`src/rtl/fc_param_reader.sv`:
```
// Streams one dense layer's parameters (bias, then N_IN weights, per neuron) from the
// bias/weight RAMs to the MAC datapath, absorbing RAM read latency and downstream backpressure.
//
// state | meaning
// IDLE  | waiting for start
// RUN   | issuing RAM reads, one per cycle while credit allows
// DRAIN | all reads issued; waiting for the last beat to leave
module fc_param_reader #(
  parameter int DATA_W   = 16,
  parameter int N_IN     = 120,
  parameter int N_OUT    = 84,
  parameter int W_ADDR_W = 14,
  parameter int B_ADDR_W = 7
) (
  input  logic                clk,
  input  logic                rst_n,
  input  logic                start,
  output logic                busy,
  output logic                done,
  output logic                w_rd_en,
  output logic [W_ADDR_W-1:0] w_rd_addr,
  input  logic [DATA_W-1:0]   w_rd_data,
  output logic                b_rd_en,
  output logic [B_ADDR_W-1:0] b_rd_addr,
  input  logic [DATA_W-1:0]   b_rd_data,
  output logic                out_valid,
  input  logic                out_ready,
  output logic [DATA_W-1:0]   out_data,
  output logic                out_is_bias,
  output logic [B_ADDR_W-1:0] out_neuron,
  output logic                out_last_neuron,
  output logic                out_last
);

  localparam int I_W = (N_IN > 1) ? $clog2(N_IN) : 1;
  localparam logic [I_W-1:0]      I_LAST = I_W'(N_IN - 1);
  localparam logic [B_ADDR_W-1:0] J_LAST = B_ADDR_W'(N_OUT - 1);

  typedef enum logic [1:0] {S_IDLE, S_RUN, S_DRAIN} state_t;

  typedef struct packed {
    logic [DATA_W-1:0]   data;
    logic                is_bias;
    logic [B_ADDR_W-1:0] neuron;
    logic                last_neuron;
    logic                last;
  } beat_t;

  state_t              state_q, state_d;
  logic [B_ADDR_W-1:0] j_q, j_d;
  logic [I_W-1:0]      i_q, i_d;
  logic                bias_slot_q, bias_slot_d;
  logic [W_ADDR_W-1:0] w_addr_q, w_addr_d;

  logic                fl_vld_q;
  logic                fl_bias_q;
  logic [B_ADDR_W-1:0] fl_neuron_q;
  logic                fl_last_neuron_q;
  logic                fl_last_q;

  beat_t               fifo_q [2];
  logic                wr_ptr_q, rd_ptr_q;
  logic [1:0]          count_q;

  logic                pop, push, issue, is_last_w;
  logic [1:0]          credit_used;
  beat_t               push_beat, head;

  assign out_valid = (count_q != 2'd0);
  assign pop       = out_valid && out_ready;
  assign push      = fl_vld_q;
  // A pop this cycle frees its slot in time for the next push, which keeps 1 beat/cycle.
  assign credit_used = count_q + {1'b0, fl_vld_q} - {1'b0, pop};
  assign issue       = (state_q == S_RUN) && (credit_used < 2'd2);
  assign is_last_w   = !bias_slot_q && (i_q == I_LAST);

  always_comb begin
    state_d     = state_q;
    j_d         = j_q;
    i_d         = i_q;
    bias_slot_d = bias_slot_q;
    w_addr_d    = w_addr_q;
    b_rd_en     = 1'b0;
    w_rd_en     = 1'b0;
    done        = 1'b0;
    case (state_q)
      S_IDLE: begin
        if (start) begin
          state_d     = S_RUN;
          j_d         = '0;
          i_d         = '0;
          bias_slot_d = 1'b1;
          w_addr_d    = '0;
        end
      end
      S_RUN: begin
        if (issue) begin
          if (bias_slot_q) begin
            b_rd_en     = 1'b1;
            bias_slot_d = 1'b0;
            i_d         = '0;
          end else begin
            w_rd_en  = 1'b1;
            w_addr_d = w_addr_q + W_ADDR_W'(1);
            if (i_q == I_LAST) begin
              i_d         = '0;
              bias_slot_d = 1'b1;
              j_d         = j_q + B_ADDR_W'(1);
              if (j_q == J_LAST) state_d = S_DRAIN;
            end else begin
              i_d = i_q + I_W'(1);
            end
          end
        end
      end
      S_DRAIN: begin
        if (!fl_vld_q && (count_q == 2'd0)) begin
          done    = 1'b1;
          state_d = S_IDLE;
        end
      end
      default: state_d = S_IDLE;
    endcase
  end

  assign busy      = (state_q != S_IDLE);
  assign b_rd_addr = b_rd_en ? j_q : '0;
  assign w_rd_addr = w_rd_en ? w_addr_q : '0;

  always_comb begin
    push_beat.data        = fl_bias_q ? b_rd_data : w_rd_data;
    push_beat.is_bias     = fl_bias_q;
    push_beat.neuron      = fl_neuron_q;
    push_beat.last_neuron = fl_last_neuron_q;
    push_beat.last        = fl_last_q;
  end

  assign head            = fifo_q[rd_ptr_q];
  assign out_data        = out_valid ? head.data : '0;
  assign out_is_bias     = out_valid && head.is_bias;
  assign out_neuron      = out_valid ? head.neuron : '0;
  assign out_last_neuron = out_valid && head.last_neuron;
  assign out_last        = out_valid && head.last;

  always_ff @(posedge clk) begin
    if (!rst_n) begin
      state_q          <= S_IDLE;
      j_q              <= '0;
      i_q              <= '0;
      bias_slot_q      <= 1'b0;
      w_addr_q         <= '0;
      fl_vld_q         <= 1'b0;
      fl_bias_q        <= 1'b0;
      fl_neuron_q      <= '0;
      fl_last_neuron_q <= 1'b0;
      fl_last_q        <= 1'b0;
      wr_ptr_q         <= 1'b0;
      rd_ptr_q         <= 1'b0;
      count_q          <= 2'd0;
      for (int k = 0; k < 2; k++) fifo_q[k] <= '0;
    end else begin
      state_q     <= state_d;
      j_q         <= j_d;
      i_q         <= i_d;
      bias_slot_q <= bias_slot_d;
      w_addr_q    <= w_addr_d;
      fl_vld_q    <= issue;
      if (issue) begin
        fl_bias_q        <= bias_slot_q;
        fl_neuron_q      <= j_q;
        fl_last_neuron_q <= is_last_w;
        fl_last_q        <= is_last_w && (j_q == J_LAST);
      end
      if (push) begin
        fifo_q[wr_ptr_q] <= push_beat;
        wr_ptr_q         <= ~wr_ptr_q;
      end
      if (pop) rd_ptr_q <= ~rd_ptr_q;
      count_q <= count_q + {1'b0, push} - {1'b0, pop};
    end
  end

endmodule

```
`config.mk`:
```
export PLATFORM = sky130hd
export DESIGN_NAME = fc_param_reader
export DESIGN_NICKNAME = d
export VERILOG_FILES = /design/src/rtl/fc_param_reader.sv
export SDC_FILE = /design/constraint.sdc
export NUM_CORES = 1
export LEC_CHECK = 0
export CORE_AREA = 2 2 99 101
export CTS_CLUSTER_SIZE = 14
export DETAILED_ROUTE_END_ITERATION = 8
export DIE_AREA = 0 0 101 103
export GPL_ROUTABILITY_DRIVEN = 0
export HOLD_SLACK_MARGIN = 0.06
export PLACE_DENSITY_LB_ADDON = 0.15
export SLEW_MARGIN = 20
export SYNTH_ARGS = -nofsm -noshare
export SYNTH_HDL_FRONTEND = slang
export SYNTH_SLANG_ARGS = --single-unit
```
`constraint.sdc`:
```
create_clock -name clk -period 4.29 [get_ports clk]
set_clock_uncertainty 0.15 [all_clocks]
set_input_delay 0.858 -clock clk [delete_from_list [all_inputs] [get_ports clk]]
set_output_delay 0.858 -clock clk [all_outputs]
set_load 0.02 [all_outputs]
```
**Run 1: routed clock nets over the placement**

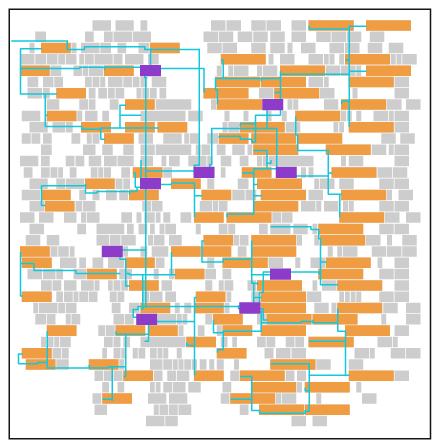
- clock wires: cyan (length 1080 um)
- flip-flops: orange (count 99)
- clock drivers: purple (count 9)
- flops lie: spread over the die

**Run 1: cells colored by class**

The bar under the picture is 20 um long.
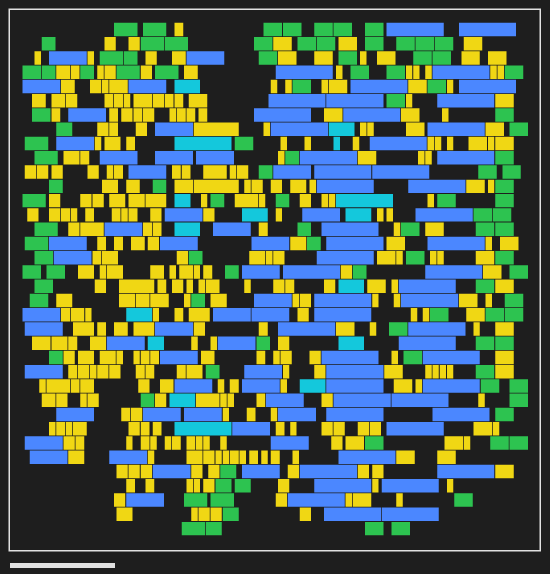
- remaining buffers and delay cells: green (cells 107; share of their area 17%)
- combinational and other logic: yellow (cells 356; share of their area 37%)
- clock drivers and dummy loads: cyan (cells 16; share of their area 4.1%)
- sequential cells: blue (cells 99; share of their area 42%)
Final Util: 65.1%
row cnt: 36
sequential portion of the cell area: 40.6%

**Run 1: cell sizes after repair**

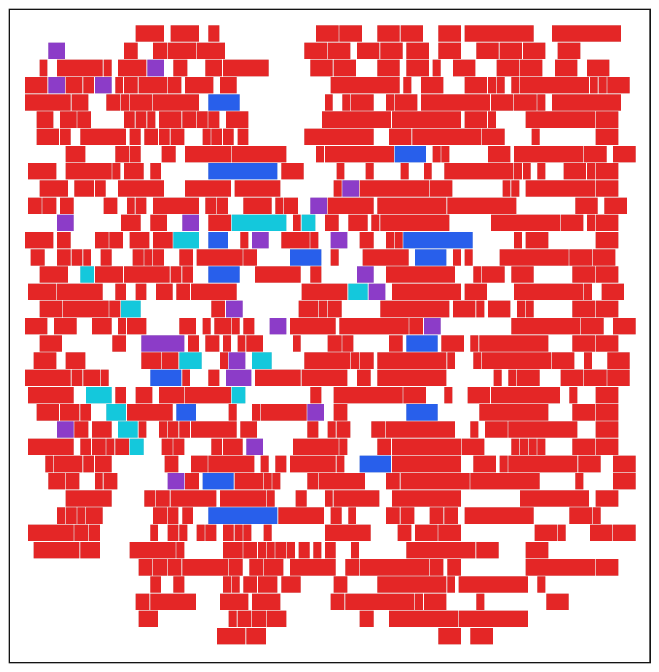
- _0 and _1 cells: red (cells 528)
- _3 and _4 cells: purple (cells 22)
- _2 cells: cyan (cells 13)
- _6 and larger: blue (cells 15)

**Run 1: the clock network**

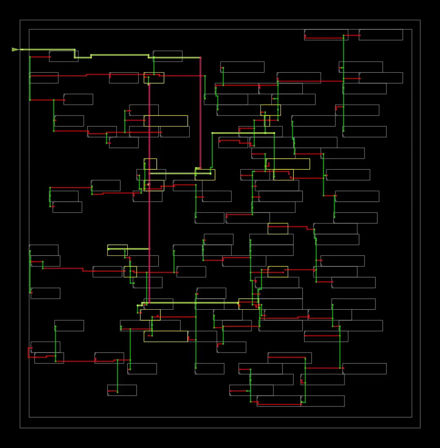
clk_lat worst skew: 0.36 ns
CTS buffer count: 9
clk sinks: 99

==> run 1: layer usage <==
layer / GRT usage [%] / share of wire (%) / vias up
met1: 26.1 / 43 / 1870
li1: - / - / 1928
met2: 36.4 / 50 / 107
met3: 3.53 / 5.7 / 7
met4: 6.55 / 0.76 / 0
met5: 0 / 0 / -
==> run 1: cells by family (layout without fill, tap and decap cells) <==
kind of cell | after synthesis | after routing | share of synthesized area (%)
xor+xnor | 4 | 4 | 1.32
fa+ha+maj | 5 | 5 | 1.30
simple gates | 218 | 218 | 23.1
mux | 42 | 42 | 8.72
buf+inv | 37 | 134 | 3.19
compound gates | 76 | 76 | 10.5
flops | 99 | 99 | 51.9
==> run 1: synthesized netlist by cell type (4+ instances only) <==
cell type	count
mux2i_1	42
nor3_1	12
nand2_1	35
a21oi_1	23
ha_1	5
edfxtp_1	52
nand2b_1	4
o211ai_1	5
nand4_1	4
nor4_1	5
buf_2	6
o21ai_0	14
dfxtp_1	47
inv_1	10
a32o_1	4
and2_1	29
nor3b_1	5
a31oi_1	7
nor2_1	73
nand3_1	12
and3_1	18
clkbuf_1	15
==> run 1: critical path: stages <==
cell	delay, ns
clkdlybuf4s50_1	0.39
and2_1	0.15
ha_1	0.27
inv_1	0.04
ha_1	0.19
buf_4	0.14
xnor3_2	0.28
nand2_1	0.12
inv_1	0.12
clkdlybuf4s50_1	0.60
==> run 1: what timing repair did <==
action / CTS / global route
endpoints found under the setup margin: 17 / 15
gates resized: 7 / 15
gates cloned: 0 / 0
==> run 1: path summary, 6_finish.rpt <==
check | from | end | slack [ns] | depth (start not counted)
hold / removal | fl_neuron_q[1]$_SDFFE_PN0N_ | fl_neuron_q[1]$_SDFFE_PN0N_ | 0.33 | 2
hold reg to reg | fl_neuron_q[1]$_SDFFE_PN0N_ | fl_neuron_q[1]$_SDFFE_PN0N_ | 0.33 | 2
setup / recovery | out_ready | w_rd_en | 0.11 | 10
setup reg to reg | count_q[1]$_SDFF_PN0_ | i_q[5]$_SDFFE_PN0P_ | 1.09 | 13
==> run 1: state kept, by name, indices dropped and copies added (netlist names), named ones only <==
register          count
bias_slot_q           1
count_q               2
fifo_q               52
fl_bias_q             1
fl_last_neuron_q      1
fl_last_q             1
fl_neuron_q           7
fl_vld_q              1
i_q                   7
j_q                   7
rd_ptr_q              1
state_q               2
w_addr_q             14
wr_ptr_q              1
==> run 1: metrics by stage <==
stage	instances	cell area, um2	setup WS, ns	hold WS (ns)
after floorplan	481	4820	0.586	0.290
after global placement	676	5880	-0.0100	0.301
after detailed placement	676	5880	-0.118	0.311
after CTS	692	6120	0.00832	0.325
after global routing	692	6160	0.0209	0.343
final	692	6160	0.113	0.327
==> run 1: cell type report <==
type | count | area [um2] | share of cell area (%)
clock buffer | 11 | 141 | 2.30
clock inverter | 5 | 108 | 1.75
timing repair buffer | 107 | 1050 | 17.1
tap | 114 | 143 | 2.32
multi-input combinational | 345 | 2170 | 35.3
inverter | 11 | 41.3 | 0.670
sequential | 99 | 2500 | 40.6
==> results.toml, run 1 <==
# generated from flow reports
[die]
io_pins = 88

[power]
switching_share_pct = 31.3
maxPowerGroup = "registers"
power_frac_clock_pct = 27.1
powerDensity_mw_per_mm2 = 437

[final_layout]
lay_top_cells = "nor2_1, clkdlybuf4s50_1, edfxtp_1"
diodes = 0
drive_above_1_share_pct = 8.65

[clock_network]
cts_tree = "yes"

[outcome]
outcome = "complete, no violations"

[worst_setup_path]
crit_arrival_ns = 3.17

[routing]
drtPass1Iterations = 4
drtIter0Drc = 168
routedWlPerCell_um = 15.6

[global_routing]
grt_max_degree = 33

[synthesis]
fp_nets = 522
synth.top_cell.area_share_pct = 32.4
syn_area_per_cell_um2 = 10.0
ys_chip_area_mm2 = 0.00482
postSynthSeqShare_pct = 51.9

[sta]
finalCriticalPeriod_ns = 4.18
setup_viol_count_final = 0

[min_path]
hp-class = "register to register"
## Run 2: what changed since run 1
--- a/config.mk
+++ b/config.mk
@@ -11,6 +11,7 @@
 export DIE_AREA = 0 0 101 103
 export GPL_ROUTABILITY_DRIVEN = 0
 export HOLD_SLACK_MARGIN = 0.06
+export MAX_ROUTING_LAYER = met4
 export PLACE_DENSITY_LB_ADDON = 0.15
 export SLEW_MARGIN = 20
 export SYNTH_ARGS = -nofsm -noshare
**Run 2: cells colored by class**

The bar under the picture is 20 um long.
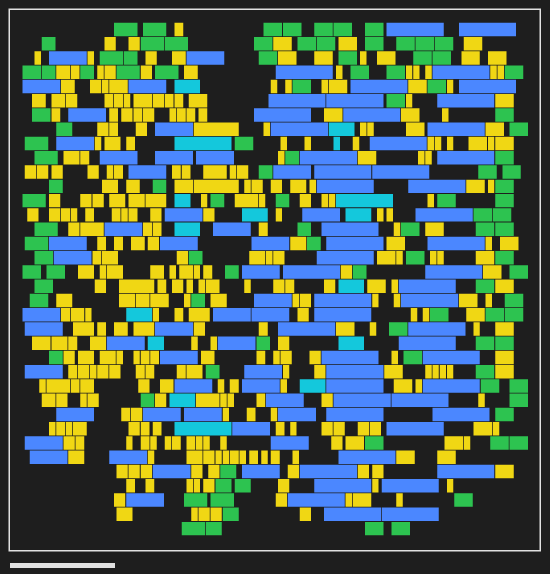
- remaining buffers and delay cells: green (cells 107; share of their area 17%)
- sequential cells: blue (cells 99; share of their area 42%)
- combinational and other logic: yellow (cells 356; share of their area 37%)
- clock drivers and dummy loads: cyan (cells 16; share of their area 4.1%)

**Run 2: the clock network**

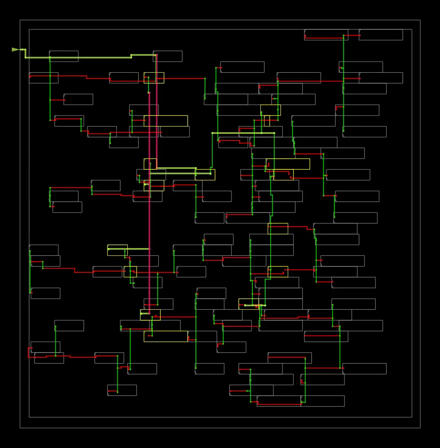
count of clock buffers in the final design: 11
registers: 99
P_clk: 0.726 mW

==> results.toml, run 2 <==
# generated from flow reports
[outcome]
outcome = "complete, no violations"

[sta]
rsz0062_at_grt = "no"
finalCriticalPeriod_ns = 4.18
whs_ns = 0.326
setup_viol_count_final = 0

[final_layout]
reg_top3 = "fifo_q: 52 flops, w_addr_q: 14 flops"
diodes = 0
top_register = "fifo_q"
drive_above_1_share_pct = 8.65
layout.cells.non_filler = 692
largest_reg_flops = 52
lay_top_cells = "nor2_1, clkdlybuf4s50_1, edfxtp_1"

[synthesis]
fp_nets = 522
syn_area_per_cell_um2 = 10.0
ys_chip_area_mm2 = 0.00482
synth_cell_types = 57
synth.top_cell.area_share_pct = 32.4
yosysMostFrequentCell = "nor2_1"
yosys-stat-cells = 481

[worst_setup_path]
crit_arrival_ns = 3.17
cp_cell_sequence = "clkdlybuf4s50_1 > and2_1 > ha_1 > inv_1 > ha_1 > buf_4 > xnor3_2 > nand2_1 > inv_1 > clkdlybuf4s50_1"
slowest_stage = "clkdlybuf4s50_1"
crit_buf_inv = 5
crit_family = "buffers and inverters"

[clock_network]
cts_buffers = 9
cts_tree = "yes"
clk_latency_ns = 0.36

[routing]
met3_length_um = 534
drtIter0Drc = 146
routedWlPerCell_um = 15.6
wl_met1_mm = 4.65
top_layer_used = "met4"
routed-wl-met2_mm = 5.52

[die]
core_mm2 = 0.00946
io_pins = 88
rows = 36

[global_routing]
antenna_found_initial = 0
grt_max_degree = 33
grt_remaining_overflow = 0

[power]
switching_share_pct = 31.2
power_frac_clock_pct = 27.0
p_int_mw = 1.85
powerDensity_mw_per_mm2 = 437

[min_path]
hp-class = "register to register"
## run 2: cell counts in the layout (fill, tap and decap cells not counted)
No cell type changed its count.
## run 2: path summary, 6_finish.rpt
| path | start | endpoint | slack [ns] | cells past startpoint |
|---|---|---|---|---|
| setup / recovery | out_ready | w_rd_en | 0.11 | 10 |
| hold / removal | fl_last_q$_SDFFE_PN0N_ | fl_last_q$_SDFFE_PN0N_ | 0.33 | 2 |
| setup reg to reg | count_q[1]$_SDFF_PN0_ | i_q[5]$_SDFFE_PN0P_ | 1.08 | 13 |
| hold reg to reg | fl_last_q$_SDFFE_PN0N_ | fl_last_q$_SDFFE_PN0N_ | 0.33 | 2 |
## run 2: cell type report
type                            count  area [um2]  share of cell area [%]
Clock buffer                       11         141                    2.30
Tap cell                          114         143                    2.32
Clock inverter                      5         108                    1.75
Multi-Input combinational cell    345        2170                    35.3
Timing Repair Buffer              107        1050                    17.1
Sequential cell                    99        2500                    40.6
Inverter                           11        41.3                   0.670
## run 2: cells by family (layout without fill, tap and decap cells)
| family | Yosys count | after routing | synth area share, % |
|---|---|---|---|
| xor gates and xnor gates | 4 | 4 | 1.32 |
| and+or+nand+nor | 218 | 218 | 23.1 |
| muxes | 42 | 42 | 8.72 |
| buffers and inverters | 37 | 134 | 3.19 |
| DFF | 99 | 99 | 51.9 |
| AOI/OAI and AO/OA | 76 | 76 | 10.5 |
| adders and majority gates | 5 | 5 | 1.30 |
## run 2: per-stage QoR
stage          instance area [um2]  worst slack [ns]  utilization [%]  setup TNS (ns)
3_3_place_gp                  5880           -0.0100             62.1         -0.0448
6_report                      6160             0.111             65.1               0
4_1_cts                       6120           0.00832             64.7               0
2_1_floorplan                 4820             0.586                -               0
5_1_grt                       6160            0.0209             65.1               0
3_5_place_dp                  5880            -0.118             62.1          -0.699
## run 2: timing repair
item / in CTS / in global routing
hold buffers: 0 / 0
endpoints found under the setup margin: 17 / 15
gates resized: 7 / 15
## run 2: layer usage
layer / up-vias / GRT usage [%]
li1: 1930 / -
met1: 1864 / 26.2
met2: 110 / 36.4
met3: 9 / 3.39
met4: 0 / 6.55
met5: - / -
## run 2: power groups by stage
stage	clock, mW	sequential [mW]	combinational [mW]
floorplan	0	1.10	0.519
global placement	0	1.12	0.848
detailed placement	0	1.12	0.865
CTS	0.741	1.10	0.869
global route	0.773	1.11	0.936
finish	0.726	1.10	0.864
## run 2: worst min-delay path: stages (launching register included)
cell and delay [ns]:
dfxtp_1 0.32, nand2_1 0.06, a21oi_1 0.06
## Run 3: what changed since run 2
--- a/config.mk
+++ b/config.mk
@@ -5,10 +5,10 @@
 export SDC_FILE = /design/constraint.sdc
 export NUM_CORES = 1
 export LEC_CHECK = 0
-export CORE_AREA = 2 2 99 101
+export CORE_AREA = 2 2 89 112
 export CTS_CLUSTER_SIZE = 14
 export DETAILED_ROUTE_END_ITERATION = 8
-export DIE_AREA = 0 0 101 103
+export DIE_AREA = 0 0 91 114
 export GPL_ROUTABILITY_DRIVEN = 0
 export HOLD_SLACK_MARGIN = 0.06
 export MAX_ROUTING_LAYER = met4
**Run 3: routed clock nets over the placement**

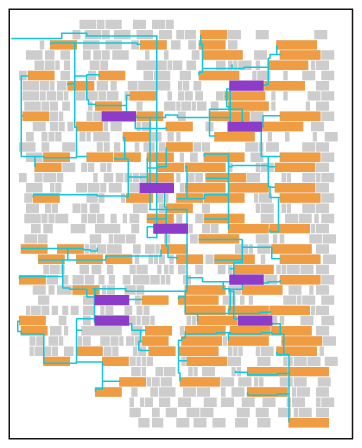
- flip-flops: orange (count 99)
- clock drivers: purple (count 9)
- clock wires: cyan (length 1140 um)
- routed clock nets: 10

**Run 3: cells colored by class**

The bar under the picture is 20 um long.
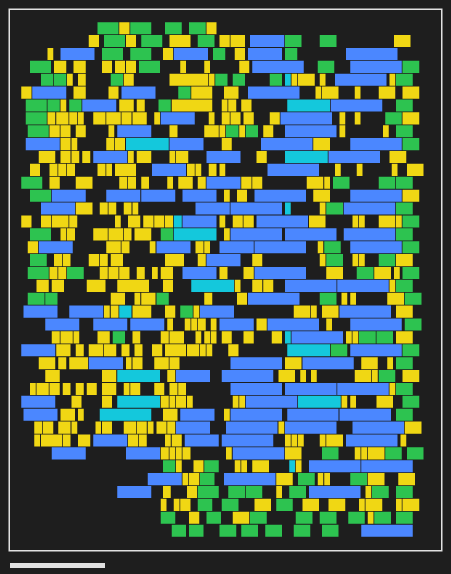
finished layout cell area: 0.00621 mm2
Core ar.: 0.00941 mm2

==> results.toml, run 3 <==
# generated from flow reports
[synthesis]
syn_area_per_cell_um2 = 10.0
ys_chip_area_mm2 = 0.00482
top_cells_by_count = "nor2_1, edfxtp_1, dfxtp_1"
yosysMostFrequentCell = "nor2_1"
synth.top_cell.area_share_pct = 32.4
yosys-stat-cells = 481
postSynthSeqShare_pct = 51.9

[final_layout]
reg_top3 = "fifo_q: 52 flops, w_addr_q: 14 flops"
top_register = "fifo_q"
diodes = 0
largest_reg_flops = 52
lay_top_cells = "nor2_1, clkdlybuf4s50_1, edfxtp_1"
final_util_pct = 66.0
drive_above_1_share_pct = 7.96

[min_path]
hp-class = "register to register"
hold_start = "fl_neuron_q[4]$_SDFFE_PN0N_"

[worst_setup_path]
rr_startpoint = "count_q[1]$_SDFF_PN0_"
r2r_end = "i_q[5]$_SDFFE_PN0P_"
slowest_stage = "clkdlybuf4s50_1"
crit_start = "out_ready"
reg2reg_depth = 13
r2r_slack_ns = 1.22

[power]
powerDensity_mw_per_mm2 = 441
switching_share_pct = 30.9
p_int_mw = 1.89
power_frac_clock_pct = 28.4

[clock_network]
clk_latency_ns = 0.34
cts_tree = "yes"
cts.sinks = 99
cts_buffers = 9
ctsHoldBuffers = 0

[sta]
whs_ns = 0.322
finalCriticalPeriod_ns = 4.08
setup_viol_count_final = 0
fin_ws_ns = 0.210
fin_tns_setup_ns = 0

[routing]
drtIter0Drc = 170
drtPass1Iterations = 4
routedWlPerCell_um = 15.6

[global_routing]
grt_max_degree = 35
antenna_found_initial = 0
grt_remaining_overflow = 0

[outcome]
outcome = "complete, no violations"

[die]
io_pins = 88
rows = 40

[placement]
pre_cts_ws_ns = -0.0701
[run 3: layer usage]
metal / up-vias / GRT usage [%] / share of wire (%)
met2: 100 / 41.1 / 54
met3: 18 / 4.03 / 4.3
met4: 0 / 8.28 / 2.0
met1: 1845 / 23.2 / 40
met5: - / - / 0
li1: 1919 / - / -
[run 3: cell type report]
cell class              count  area (um2)  share of cell area (%)
flip-flops and latches     99        2500                    40.3
multi-input cells         345        2170                    35.0
well taps                 126         158                    2.54
clock buffers              12         236                    3.81
inverters                  11        41.3                   0.665
clock inverters             4        46.3                   0.746
repair buffers            107        1050                    17.0
[run 3: kinds of logic after synthesis]
logic type | after synthesis | share of synthesized area (%)
buffers and inverters | 37 | 3.19
DFF | 99 | 51.9
AOI/OAI and AO/OA | 76 | 10.5
adders and majority gates | 5 | 1.30
and+or+nand+nor | 218 | 23.1
xor gates and xnor gates | 4 | 1.32
muxes | 42 | 8.72
[run 3: how the worst min path moves through the flow]
| stage | end | slack (ns) | cells past startpoint |
|---|---|---|---|
| CTS | fl_neuron_q[2]$_SDFFE_PN0N_ | 0.32 | 2 |
| floorplan | fl_last_q$_SDFFE_PN0N_ | 0.29 | 2 |
| finish | fl_neuron_q[4]$_SDFFE_PN0N_ | 0.32 | 2 |
| detailed placement | fl_neuron_q[2]$_SDFFE_PN0N_ | 0.31 | 2 |
| global placement | fl_neuron_q[6]$_SDFFE_PN0N_ | 0.30 | 2 |
| global route | fl_neuron_q[2]$_SDFFE_PN0N_ | 0.33 | 2 |
[run 3: power groups by stage]
stage | clock network [mW] | registers (mW) | logic (mW)
final | 0.778 | 1.10 | 0.856
after global routing | 0.828 | 1.11 | 0.925
after CTS | 0.788 | 1.10 | 0.868
after detailed placement | 0 | 1.12 | 0.866
after global placement | 0 | 1.12 | 0.851
after floorplan | 0 | 1.10 | 0.519
[run 3: timing repair]
item / 4_1_cts / 5_1_grt
endpoints found under the hold margin: 0 / 0
resized: 7 / 16
setup endpoints to repair: 7 / 16
[run 3: worst reg2reg max path, delay by kind of cell (launching register included)]
family                   cells  cell delay, ns
adder cells (fa/ha/maj)      2            0.47
flip-flops                   1            0.34
XOR/XNOR                     1            0.28
buffers and inverters        5            0.66
AND/OR/NAND/NOR              3            0.82
AND-OR/OR-AND                2            0.29
Power figures rest on the tool's default switching activity, not on a simulated workload.
